`src/rtl/commu_m_pkg.sv`:
```
// Shared definitions for the master-path frame packer: state encoding,
// sync bytes and frame framing constants.
package commu_m_pkg;

    typedef enum logic [2:0] {
        ST_IDLE,
        ST_H0,
        ST_H1,
        ST_SEQ,
        ST_LEN,
        ST_PAY,
        ST_CHK,
        ST_DONE
    } state_t;

    localparam logic [7:0] HEAD0 = 8'hEB;
    localparam logic [7:0] HEAD1 = 8'h90;

    // Sync word (2) + sequence + length + checksum around the payload.
    localparam int FRAME_OVH = 5;

    // A programmed length of zero stands for a full 256-byte payload.
    function automatic logic [8:0] len_eff(input logic [7:0] len);
        return (len == 8'd0) ? 9'd256 : {1'b0, len};
    endfunction

endpackage

```
`src/rtl/commu_m_chk.sv`:
```
// 8-bit modulo-256 checksum accumulator with synchronous clear and add-enable.
module commu_m_chk (
    input  logic       clk_sys,
    input  logic       rst,
    input  logic       clr,
    input  logic       add_en,
    input  logic [7:0] add_val,
    output logic [7:0] sum
);

    always_ff @(posedge clk_sys or posedge rst) begin
        if (rst) begin
            sum <= 8'd0;
        end else if (clr) begin
            sum <= 8'd0;
        end else if (add_en) begin
            sum <= sum + add_val;
        end
    end

endmodule

```
`src/rtl/commu_m_frame.sv`:
```
// Frame packer: reads a payload from the source mux and emits
// sync word, sequence, length, payload and checksum byte-serially.
module commu_m_frame
    import commu_m_pkg::*;
(
    input  logic       clk_sys,
    input  logic       rst,
    input  logic       frm_start,
    input  logic [7:0] cfg_len,
    output logic       req_rd,
    input  logic [7:0] req_q,
    output logic [7:0] tx_data,
    output logic       tx_vld,
    input  logic       tx_rdy,
    output logic       busy,
    output logic       frm_done,
    output logic [7:0] seq
);

    state_t     state;
    logic [7:0] len_r;
    logic [8:0] len_eff_r;
    logic [8:0] cnt;
    logic       pend;
    logic       slot_free;

    logic       chk_clr;
    logic       chk_add;
    logic [7:0] chk_val;
    logic [7:0] chk_sum;

    // The output register can take a new byte if empty or being drained this edge.
    assign slot_free = !tx_vld || tx_rdy;
    assign len_eff_r = len_eff(len_r);

    // Combinational so the returned byte lands exactly one cycle after the strobe.
    assign req_rd = (state == ST_PAY) && slot_free && !pend && (cnt < len_eff_r);

    always_comb begin
        // NOTE: every output gets a default first so no path leaves it unassigned (no latch).
        chk_clr = 1'b0;
        chk_add = 1'b0;
        chk_val = 8'd0;
        case (state)
            ST_IDLE: chk_clr = frm_start;
            ST_SEQ: begin
                chk_add = slot_free;
                chk_val = seq;
            end
            ST_LEN: begin
                chk_add = slot_free;
                chk_val = len_r;
            end
            ST_PAY: begin
                chk_add = pend;
                chk_val = req_q;
            end
            default: ;
        endcase
    end

    commu_m_chk u_chk (
        .clk_sys (clk_sys),
        .rst     (rst),
        .clr     (chk_clr),
        .add_en  (chk_add),
        .add_val (chk_val),
        .sum     (chk_sum)
    );

    // NOTE: sequential state uses non-blocking assignments only, so every
    // register samples pre-edge values regardless of statement order.
    always_ff @(posedge clk_sys or posedge rst) begin
        if (rst) begin
            state    <= ST_IDLE;
            len_r    <= 8'd0;
            cnt      <= 9'd0;
            pend     <= 1'b0;
            tx_data  <= 8'd0;
            tx_vld   <= 1'b0;
            busy     <= 1'b0;
            frm_done <= 1'b0;
            seq      <= 8'd0;
        end else begin
            frm_done <= 1'b0;
            if (tx_vld && tx_rdy) begin
                tx_vld <= 1'b0;
            end

            case (state)
                ST_IDLE: begin
                    if (frm_start) begin
                        len_r <= cfg_len;
                        cnt   <= 9'd0;
                        pend  <= 1'b0;
                        busy  <= 1'b1;
                        state <= ST_H0;
                    end
                end
                ST_H0: begin
                    if (slot_free) begin
                        tx_data <= HEAD0;
                        tx_vld  <= 1'b1;
                        state   <= ST_H1;
                    end
                end
                ST_H1: begin
                    if (slot_free) begin
                        tx_data <= HEAD1;
                        tx_vld  <= 1'b1;
                        state   <= ST_SEQ;
                    end
                end
                ST_SEQ: begin
                    if (slot_free) begin
                        tx_data <= seq;
                        tx_vld  <= 1'b1;
                        state   <= ST_LEN;
                    end
                end
                ST_LEN: begin
                    if (slot_free) begin
                        tx_data <= len_r;
                        tx_vld  <= 1'b1;
                        state   <= ST_PAY;
                    end
                end
                ST_PAY: begin
                    // A read is only issued with a free slot, so the slot is empty when its data returns.
                    if (pend) begin
                        tx_data <= req_q;
                        tx_vld  <= 1'b1;
                        cnt     <= cnt + 9'd1;
                        pend    <= 1'b0;
                    end else if (req_rd) begin
                        pend <= 1'b1;
                    end else if (cnt == len_eff_r) begin
                        state <= ST_CHK;
                    end
                end
                ST_CHK: begin
                    if (slot_free) begin
                        tx_data <= chk_sum;
                        tx_vld  <= 1'b1;
                        state   <= ST_DONE;
                    end
                end
                ST_DONE: begin
                    if (tx_vld && tx_rdy) begin
                        frm_done <= 1'b1;
                        seq      <= seq + 8'd1;
                        busy     <= 1'b0;
                        state    <= ST_IDLE;
                    end
                end
                default: state <= ST_IDLE;
            endcase
        end
    end

endmodule

```
`config.mk`:
```
export PLATFORM = sky130hd
export DESIGN_NAME = commu_m_frame
export DESIGN_NICKNAME = d
export VERILOG_FILES = /design/src/rtl/commu_m_pkg.sv /design/src/rtl/commu_m_chk.sv /design/src/rtl/commu_m_frame.sv
export SDC_FILE = /design/constraint.sdc
export NUM_CORES = 1
export LEC_CHECK = 0
export CORE_ASPECT_RATIO = 1.75
export CORE_UTILIZATION = 50
export CTS_CLUSTER_DIAMETER = 80
export DETAILED_ROUTE_END_ITERATION = 8
export PLACE_DENSITY = 0.82
export SLEW_MARGIN = 20
export SYNTH_ARGS = -nofsm -noshare
export SYNTH_HDL_FRONTEND = slang
export SYNTH_SLANG_ARGS = --single-unit
```
`constraint.sdc`:
```
create_clock -name clk_sys -period 4.3 [get_ports clk_sys]
set_input_delay 0.645 -clock clk_sys [delete_from_list [all_inputs] [get_ports clk_sys]]
set_output_delay 0.645 -clock clk_sys [all_outputs]
set_load 0.05 [all_outputs]
```
==> results.txt <==
Results of the run.

The worst register-to-register path begins at state[1]. The number of synthesized register bits is 48. The proportion of layout cells with a drive suffix above 1 is 5.202%. The largest vdd supply drop is 320.4 uV. The run finished with clean final reports. The number of remaining DRC errors is 0. The width of the chip is 58.96 um.

The net count after synthesis is 350. The per-instance average area after synthesis is 9.129 um^2. The final net count is 384. The delay of the slowest cell on the worst path is 900 ps. The endpoint class of the critical path is a primary output.

The critical path is of the reg2out type. The most used flip-flop cell after synthesis is dfrtp_1. The via count of the routed design is 2377. Per the detail_route report, vias per standard cell equal 5.633. In this run the critical path is formed by nand2_1 > nor4_1 > nand3_1 > inv_1 > clkdlybuf4s50_1. The number of buffers inserted to repair setup after CTS is 0.

After Yosys synthesis, AND-OR and OR-AND compound gates account for 17.94% of the synthesized area. The number of cells after detailed placement is 414. Data on the critical path is required at its endpoint by 3650 ps. In the final report, the number of pins over their slew limit comes to 0. The detailed router finished its first iteration with 102 violations. The number of top-level design ports is 40.

Per the post-place timing report, worst setup slack is 1111 ps. The initial antenna violation count is 0. Setup repair after global routing left no endpoint under its margin.

dfrtp_1 is the most common cell in the netlist. The global-route track usage on met1 is 27.22%. The clock tree from TritonCTS is done.

According to the floorplan report, the die height is 101.7 um. Global routing consumed, on the met2 layer, 44.49% of the routing resources. After detailed routing, no signal wire sits above met4. The cell sitting at the root of the clock tree is a clkbuf_8. The final critical-path setup slack is 895.2 ps. Synthesis produced a netlist whose cell count is 311. The layout overhead on the synthesized area is 18.73%. The number of clock sinks is 48. The average wire per standard cell is 15.18 um.

Global routing used 24.36% of the available tracks. Across all hold checks on the routed design, the worst slack comes to 516.4 ps. STA classifies the critical path startpoint as a register.

The routed wire length on met3 is 190 um. Gates resized during post-CTS repair numbered 0. Per STA, the worst path accumulates the most delay in the family flip-flops. The clock input transition at the sequential cells of the worst setup and hold paths is 90 ps.

The post-synth count of flops with an enable pin is 0.
## placed cells by master (no fill, tap or decap), types with 2 or more instances in the layout
cell type and count:
clkbuf_8 5, o31ai_1 4, nor2b_1 4, xnor2_1 11, nor2_2 2, a21o_1 2, a22o_1 13, and3_1 4
o211ai_1 3, ha_1 18, xor2_1 10, nor3_1 2, a211oi_1 2, nor3b_2 2, nand2_1 41, nor2_1 23
and4_1 3, dfrtp_1 48, nand3_1 13, clkinvlp_4 2, a21oi_1 22, o21ai_0 22, a22oi_1 3, nor4_1 4
clkdlybuf4s50_1 39, nand2b_1 4, inv_1 14, nand4_1 7
## where the power goes
group	internal (mW)	switching [mW]
registers	0.611	0.210
logic	0.498	0.782
clock network	0.115	0.163
total	1.23	1.16
## worst register-to-register path: cells and delay by family, from the launching register on
kind | cells | cell delay [ps]
and+or+nand+nor | 4 | 1180
xor gates and xnor gates | 1 | 70
adders and majority gates | 1 | 260
DFF | 1 | 670
AOI/OAI and AO/OA | 4 | 930
## registers in the layout (all words and copies together) (netlist names)
| name | cells |
|---|---|
| len_r | 8 |
| tx_vld | 1 |
| pend | 1 |
| state | 3 |
| cnt | 9 |
| u_chk.sum | 8 |
| seq | 8 |
| frm_done | 1 |
| busy | 1 |
| tx_data | 8 |
## area by class of cell
type                            count  area [um^2]  area share, %
Clock inverter                      3        23.77         0.7053
Multi-Input combinational cell    235         1526          45.29
Tap cell                           76        95.09          2.821
Inverter                           15        57.56          1.707
Sequential cell                    48         1201          35.63
Timing Repair Buffer               40        397.9          11.80
Clock buffer                        5        68.82          2.042
## worst paths after layout
path                                end  depth (start not counted)
max in group asynchronous        cnt[3]                          2
max                              req_rd                          5
min in group asynchronous        seq[2]                          2
min reg2reg                      seq[7]                          1
min                              seq[7]                          1
max reg2reg                u_chk.sum[7]                         10
Fig. 1: met2 routing
Bar = 20 um.
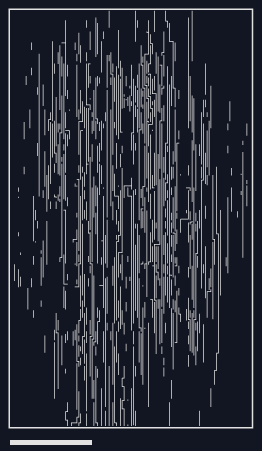
wire length on this layer: 3530 um
nets with wire on the layer: 329
main direction: vertical
share of all routed wire: 55%

Fig. 2: cell classes on the final placement
Bar = 20 um. Fill, decap, tap and diode cells in grey.
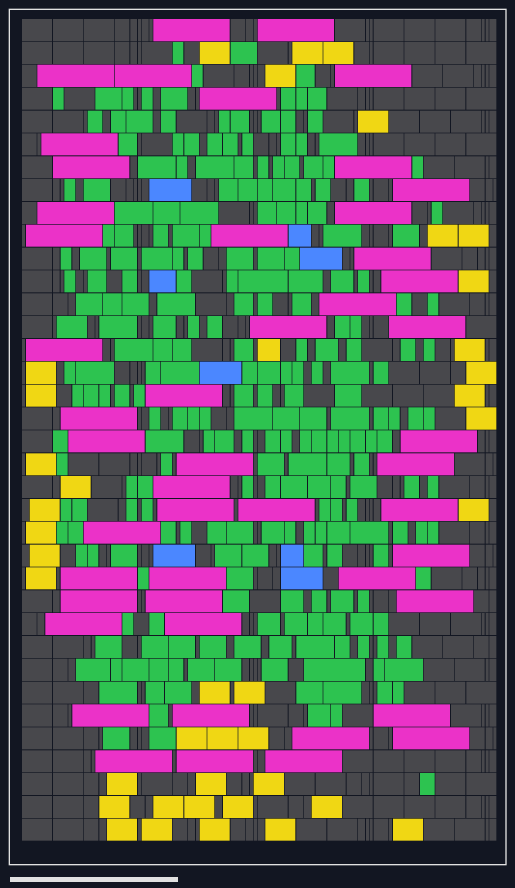
| colour | class | cells | share of their area |
|---|---|---|---|
| green | remaining logic cells | 250 | 48% |
| magenta | registers | 48 | 37% |
| blue | clock drivers and dummy loads | 8 | 2.8% |
| yellow | remaining buffers and delay cells | 40 | 12% |
Placement Rows: 36
core footprint: 0.005540 mm^2
Layout Cell Area excl Fill: 0.003371 mm^2

Fig. 3: clock wires, drivers and flops
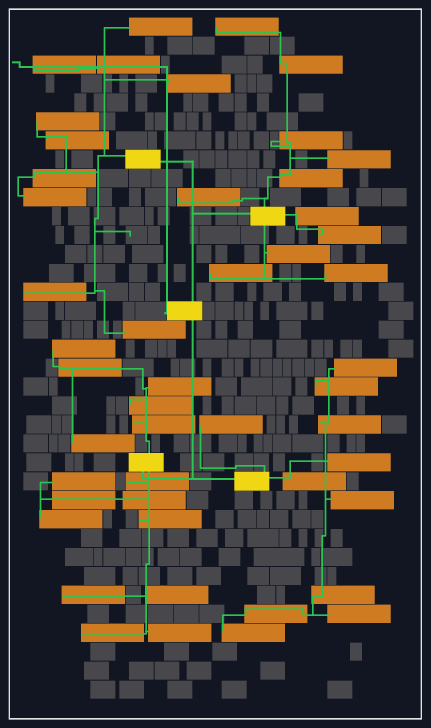
[orange] flip-flops | count: 48
[yellow] clock-net drivers | count: 5
[green] clock wires | length: 583 um
flops lie: spread over the die
clock group power: 0.279 mW
Clk Latency, worst-skew pair: 300 ps
Clock Power Share: 11.7%
Max Clock Skew: 4.930 ps

Fig. 4: power grid
Pins as bars on the die edge. Tap cells in grey.
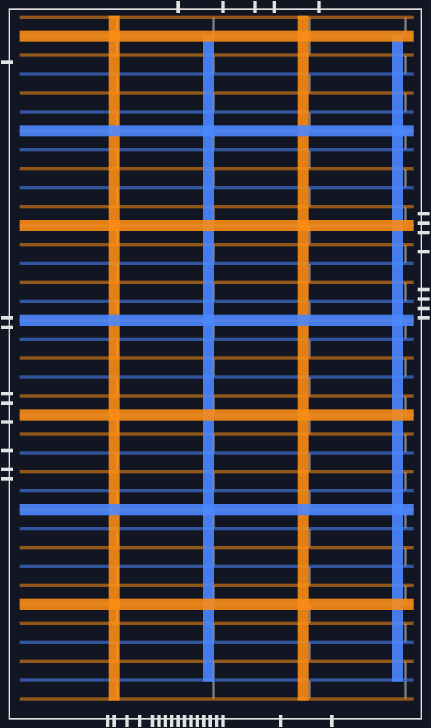
| colour | net |
|---|---|
| blue | VDD |
| orange | VSS |
met1 rails: 37
rows: 36
tap cells: 76
signal pins: 40
met4 straps: 4

Fig. 5: cell placement
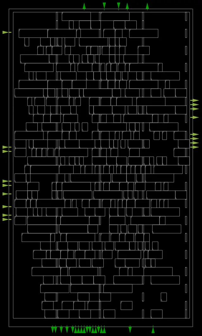
number of standard cells in the layout, taps in and fillers out: 422
fraction of the core area covered by cells at the end of the flow: 60.84%
num tapcells: 76
fraction of standard cell area that is sequential: 35.63%
Filler cells: 485

Power and IR drop assume default switching activity.
